File: config.mk
export PLATFORM = sky130hd
export DESIGN_NAME = hazard_stall_controller
export DESIGN_NICKNAME = d
export VERILOG_FILES = /design/src/rtl/hazard_stall_controller.sv
export SDC_FILE = /design/constraint.sdc
export NUM_CORES = 1
export LEC_CHECK = 0
export CAP_MARGIN = 20
export CORE_MARGIN = 4
export CORE_UTILIZATION = 45
export CTS_BUF_LIST = sky130_fd_sc_hd__clkbuf_4 sky130_fd_sc_hd__clkbuf_8 sky130_fd_sc_hd__clkbuf_16
export DETAILED_ROUTE_END_ITERATION = 16
export MAX_ROUTING_LAYER = met4
export PLACE_DENSITY = 0.91
export SLEW_MARGIN = 20
export SYNTH_ARGS = -nofsm -noshare
export SYNTH_HDL_FRONTEND = slang
export SYNTH_SLANG_ARGS = --single-unit
File: constraint.sdc
create_clock -name clk -period 3.76 [get_ports clk]
set_input_delay 0.752 -clock clk [delete_from_list [all_inputs] [get_ports clk]]
set_output_delay 0.752 -clock clk [all_outputs]
set_load 0.1 [all_outputs]
File: src/rtl/hazard_stall_controller.sv
// hazard_stall_controller: load-use/branch/memory-wait pipeline sequencing with stall/flush stats
module hazard_stall_controller #(
  parameter int CNT_W = 16,
  parameter int MEM_TIMEOUT = 15
) (
  input  logic             clk,
  input  logic             reset,
  input  logic [31:0]      id_instruction,
  input  logic             ex_MemRead,
  input  logic [4:0]       ex_write_reg,
  input  logic             branch_taken,
  input  logic             mem_busy,
  output logic             pc_write,
  output logic             if_id_write,
  output logic             id_ex_bubble,
  output logic             if_id_flush,
  output logic             id_ex_flush,
  output logic             ex_mem_flush,
  output logic             pipe_hold,
  output logic [1:0]       state,
  output logic [CNT_W-1:0] stall_count,
  output logic [CNT_W-1:0] flush_count,
  output logic             err_timeout
);
  typedef enum logic [1:0] {RUN = 2'd0, MEM_WAIT = 2'd1, FLUSH_PEND = 2'd2} state_t;
  state_t cur, nxt;
  logic pend_flush, pend_nxt, uses_rt, lu, flush;
  logic [7:0] wait_cnt, wait_inc;
  logic [5:0] opcode;
  logic [4:0] rs, rt;
  assign opcode = id_instruction[31:26];
  assign rs = id_instruction[25:21];
  assign rt = id_instruction[20:16];
  assign uses_rt = (opcode == 6'h00) || (opcode == 6'h2B) || (opcode == 6'h04) || (opcode == 6'h05);
  assign lu = ex_MemRead && (ex_write_reg != 5'd0) && ((ex_write_reg == rs) || (uses_rt && ex_write_reg == rt));
  assign wait_inc = (wait_cnt == 8'hFF) ? wait_cnt : wait_cnt + 8'd1;
  assign state = cur;
  assign if_id_flush = flush;
  assign id_ex_flush = flush;
  assign ex_mem_flush = flush;
  always_comb begin
    pc_write = 1'b1;
    if_id_write = 1'b1;
    id_ex_bubble = 1'b0;
    flush = 1'b0;
    pipe_hold = 1'b0;
    nxt = RUN;
    pend_nxt = pend_flush;
    if (reset) begin
      pend_nxt = 1'b0;
    end else if (cur == RUN || cur == MEM_WAIT) begin
      // pend_flush is always clear in RUN, so RUN and the MEM_WAIT exit share one path
      if (mem_busy) begin
        pipe_hold = 1'b1;
        pc_write = 1'b0;
        if_id_write = 1'b0;
        nxt = MEM_WAIT;
        pend_nxt = pend_flush | branch_taken;
      end else begin
        flush = branch_taken;
        id_ex_bubble = !branch_taken && lu;
        pc_write = branch_taken || !lu;
        if_id_write = branch_taken || !lu;
        nxt = pend_flush ? FLUSH_PEND : RUN;
      end
    end else if (cur == FLUSH_PEND) begin
      flush = 1'b1;
      pipe_hold = mem_busy;
      pend_nxt = 1'b0;
      nxt = mem_busy ? MEM_WAIT : RUN;
    end
  end
  always_ff @(posedge clk) begin
    if (reset) begin
      cur <= RUN;
      pend_flush <= 1'b0;
      wait_cnt <= 8'd0;
      stall_count <= '0;
      flush_count <= '0;
      err_timeout <= 1'b0;
    end else begin
      cur <= nxt;
      pend_flush <= pend_nxt;
      wait_cnt <= (nxt == RUN) ? 8'd0 : (cur == MEM_WAIT) ? wait_inc : wait_cnt;
      err_timeout <= err_timeout || (cur == MEM_WAIT && int'(wait_inc) >= MEM_TIMEOUT);
      if (id_ex_bubble && !(&stall_count)) stall_count <= stall_count + CNT_W'(1);
      if (flush && !(&flush_count)) flush_count <= flush_count + CNT_W'(1);
    end
  end
endmodule

### Metal layers overlaid, run 1

(6 px per µm)
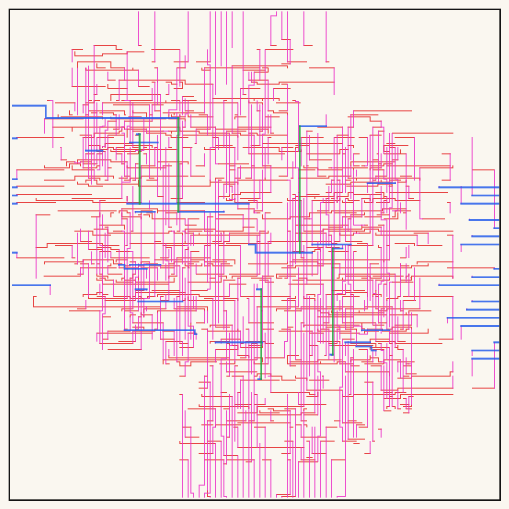
colour	layer	wire length
red	met1	2640 µm
magenta	met2	3200 µm
blue	met3	247 µm
green	met4	80.9 µm
Total GRT Usage: 0.197
WL/cell: 14.5 µm

### Where the registers sit, run 1

(6 px per µm) Other sequential cells in the stronger grey, the rest of the logic in the fainter grey.
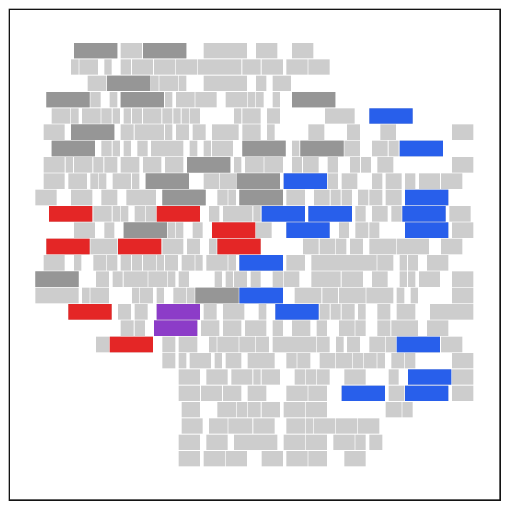
colour	netlist name	placed flops
blue	`stall_count`	16
red	`wait_cnt`	8
purple	`state`	2
not coloured	18
Final Core Density: 0.642
register area: 881 µm²

### PDN straps and rails, run 1

(4 px per µm) Pins as bars on the die edge. Tap cells in grey.
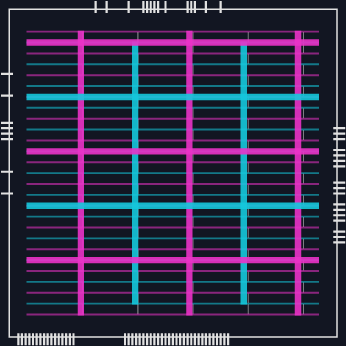
colour	net
magenta	VSS
cyan	VDD
signal pins	84
rows	26
met4 straps	5
met5 straps	5
tap cells	70
die height: 81.6 µm
VDD IR-drop max: 0.000238 V
Die W: 81.6 µm

==> impl_metrics.tcl, run 1 <==
# collected from the flow reports
set metrics [dict create \
    outcome "finished clean" \
    routabilityCongestion 0.849 \
    layout.cells.most_common "clkdlybuf4s50_1" \
    setup_viol_count_final 0 \
    startpoint_type "input pin" \
    slowest_delay_ps 580 \
    busiest_layer "met2" \
    sw_frac_of_total 0.250 \
    holdCritStartpoint "stall_count[4]$_SDFFE_PP0P_" \
    ys.warnings.count 0 \
    end_kind "output port" \
    use_met3 0.0395 \
    fmaxAchievable_ghz 0.288 \
    cts_resized 0 \
    ys_sh_simple 0.315 \
    first_pass_iters 4 \
    critical_path_depth 6 \
    synthAdderAreaFrac 0.0154 \
    final_area_um2 3320 \
    top_layer "met4" \
    sh_comb_area 0.437 \
    critPathMaxFanout 3 \
    numSynthFlops 44 \
    grt_pass1_wl_um 10200 \
    ant_nets 0 \
    post_cts_buffers 0 \
    drc 0 \
    synth_top_cell_by_count "dfxtp_1" \
    sh_seq_area 0.265 \
    p_switching_mw 0.243 \
]
==> run 2, diff against run 1 <==
Clock period 3.76 ns to 3.8 ns, I/O delays scaled along.
### Where the registers sit, run 2

(6 px per µm) Other sequential cells in the stronger grey, the rest of the logic in the fainter grey.
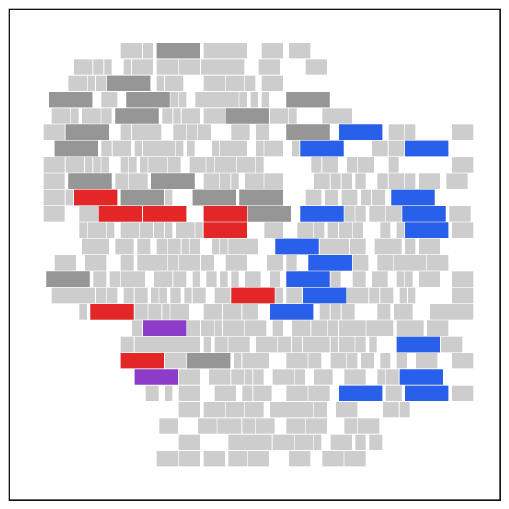
Seq area share: 0.265
Sequential Power: 0.468 mW

### Clock routing, run 2

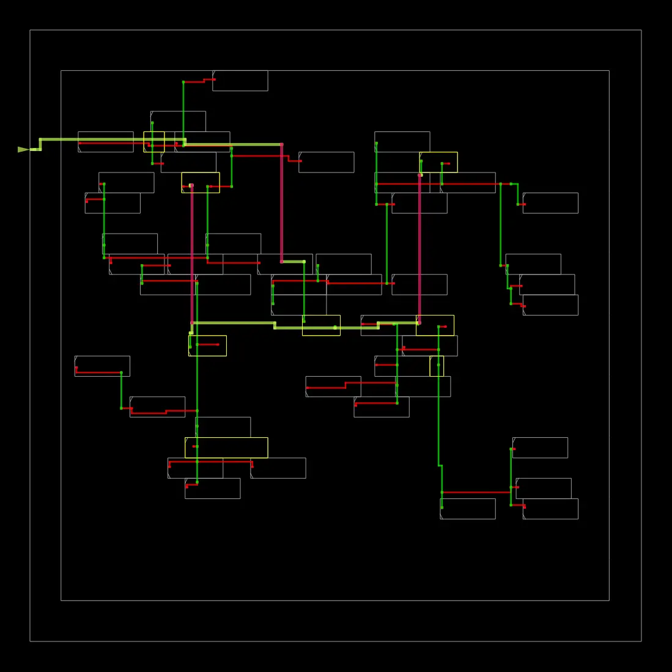
seq_cells: 44
P_clk: 0.358 mW
Latency at later pin: 290 ps
clk sink count: 44

==> run 2 against run 1 <==
Core utilization is the same. Critical path type unchanged. Global-route usage shrank 0.52 points. Worst setup slack gained 49 ps. Critical path depth is the same. Largest cell class unchanged.
==> impl_metrics.tcl, run 2 <==
# collected from the flow reports
set metrics [dict create \
    post_cts_buffers 0 \
    synth_top_cell_by_count "dfxtp_1" \
    power.group.top "registers" \
    power_frac_comb 0.137 \
    top_layer "met4" \
    end_kind "output port" \
    numSynthFlops 44 \
    fp.dieW_um 81.6 \
    cts.path.max_buffers 2 \
    ys.warnings.count 0 \
    grt_usage 0.192 \
    seq_area_um2 881 \
    slowest_delay_ps 570 \
    drc 0 \
    nFillCells 412 \
    startpoint_type "input pin" \
    sw_frac_of_total 0.246 \
    finalSetupTns_ps 0 \
    holdCritStartpoint "pend_flush$_SDFFE_PP0P_" \
    num_rows 26 \
    die_y_um 81.6 \
    cts_resized 0 \
    grt_pass1_wl_um 9900 \
    layout.cells.most_common "clkdlybuf4s50_1" \
    use_met3 0.0340 \
    outcome "finished clean" \
    ant_nets 0 \
    synthAdderAreaFrac 0.0154 \
    routabilityCongestion 0.900 \
    fmaxAchievable_ghz 0.289 \
    syn_nets 336 \
    ys.flop_type "dfxtp_1" \
    cpMaxStageDelayCell "or4_4" \
    irDropWorstVdd_v 0.000227 \
    post_drt_wl_per_cell_um 13.9 \
    p_switching_mw 0.236 \
    first_pass_iters 4 \
    fin_util 0.642 \
    ys_sh_simple 0.315 \
    sh_comb_area 0.437 \
    critPathMaxFanout 3 \
    critical_path_depth 6 \
    final_area_um2 3320 \
]
==> run 3, diff against run 2 <==
Settings changed: TNS_END_PERCENT from default to 30.
### Metal layers overlaid, run 3

(6 px per µm)
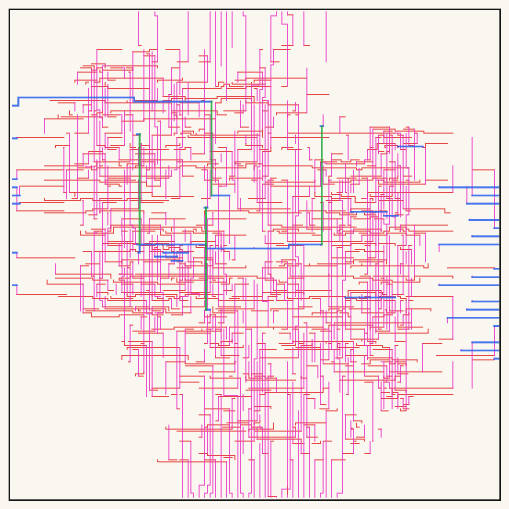
colour	layer	wire length
green	met4	70.7 µm
blue	met3	193 µm
red	met1	2590 µm
magenta	met2	3080 µm
Routed WL: 5930 µm
DR vias: 2321

### Local utilization, run 3

(4 px per µm) The die is cut into 8 by 8 equal tiles; white is low, dark blue is high, 0 to 100% covered.
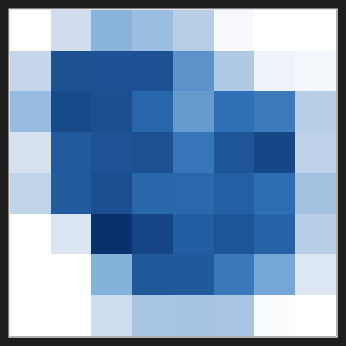
nearly empty tiles	16%
tiles over 75% full	38%
densest ninth of the die	centre
fullest tile	99%
emptiest ninth of the die	lower left
mean over tiles	49%
Core Box Area: 5170 µm²
Initial Util: 0.471

==> run 3 against run 2 <==
Non-clock buffer count unchanged. Sequential power about the same. Critical endpoint unchanged. Core utilization unchanged. Design area unchanged. Critical path depth unchanged. Area after synthesis unchanged. Synthesized cell count unchanged. Count of clock-buffer cells in the layout unchanged. Sequential share of layout area unchanged. Critical path type unchanged. Wire length unchanged. Combinational power about the same.
==> impl_metrics.tcl, run 3 <==
# collected from the flow reports
set metrics [dict create \
    fin_util 0.642 \
    ys.flop_type "dfxtp_1" \
    holdCritStartpoint "pend_flush$_SDFFE_PP0P_" \
    power_frac_comb 0.137 \
    grt_pass1_wl_um 9900 \
    post_drt_wl_per_cell_um 13.9 \
    layout.cells.most_common "clkdlybuf4s50_1" \
    outcome "finished clean" \
    fp.dieW_um 81.6 \
    clock_latency_ps 290 \
    syn_nets 336 \
    seq_cells 44 \
    power.group.top "registers" \
    critical_path_depth 6 \
    synthAdderAreaFrac 0.0154 \
    p_seq_mw 0.468 \
    slowest_delay_ps 570 \
    end_kind "output port" \
    cts_resized 0 \
    sh_seq_area 0.265 \
    clk-power_mw 0.358 \
    use_met3 0.0340 \
    synth_top_cell_by_count "dfxtp_1" \
    clock-sinks 44 \
    cts.path.max_buffers 2 \
    cpMaxStageDelayCell "or4_4" \
]
No activity file was given, so power comes from the tool's default toggle rates.
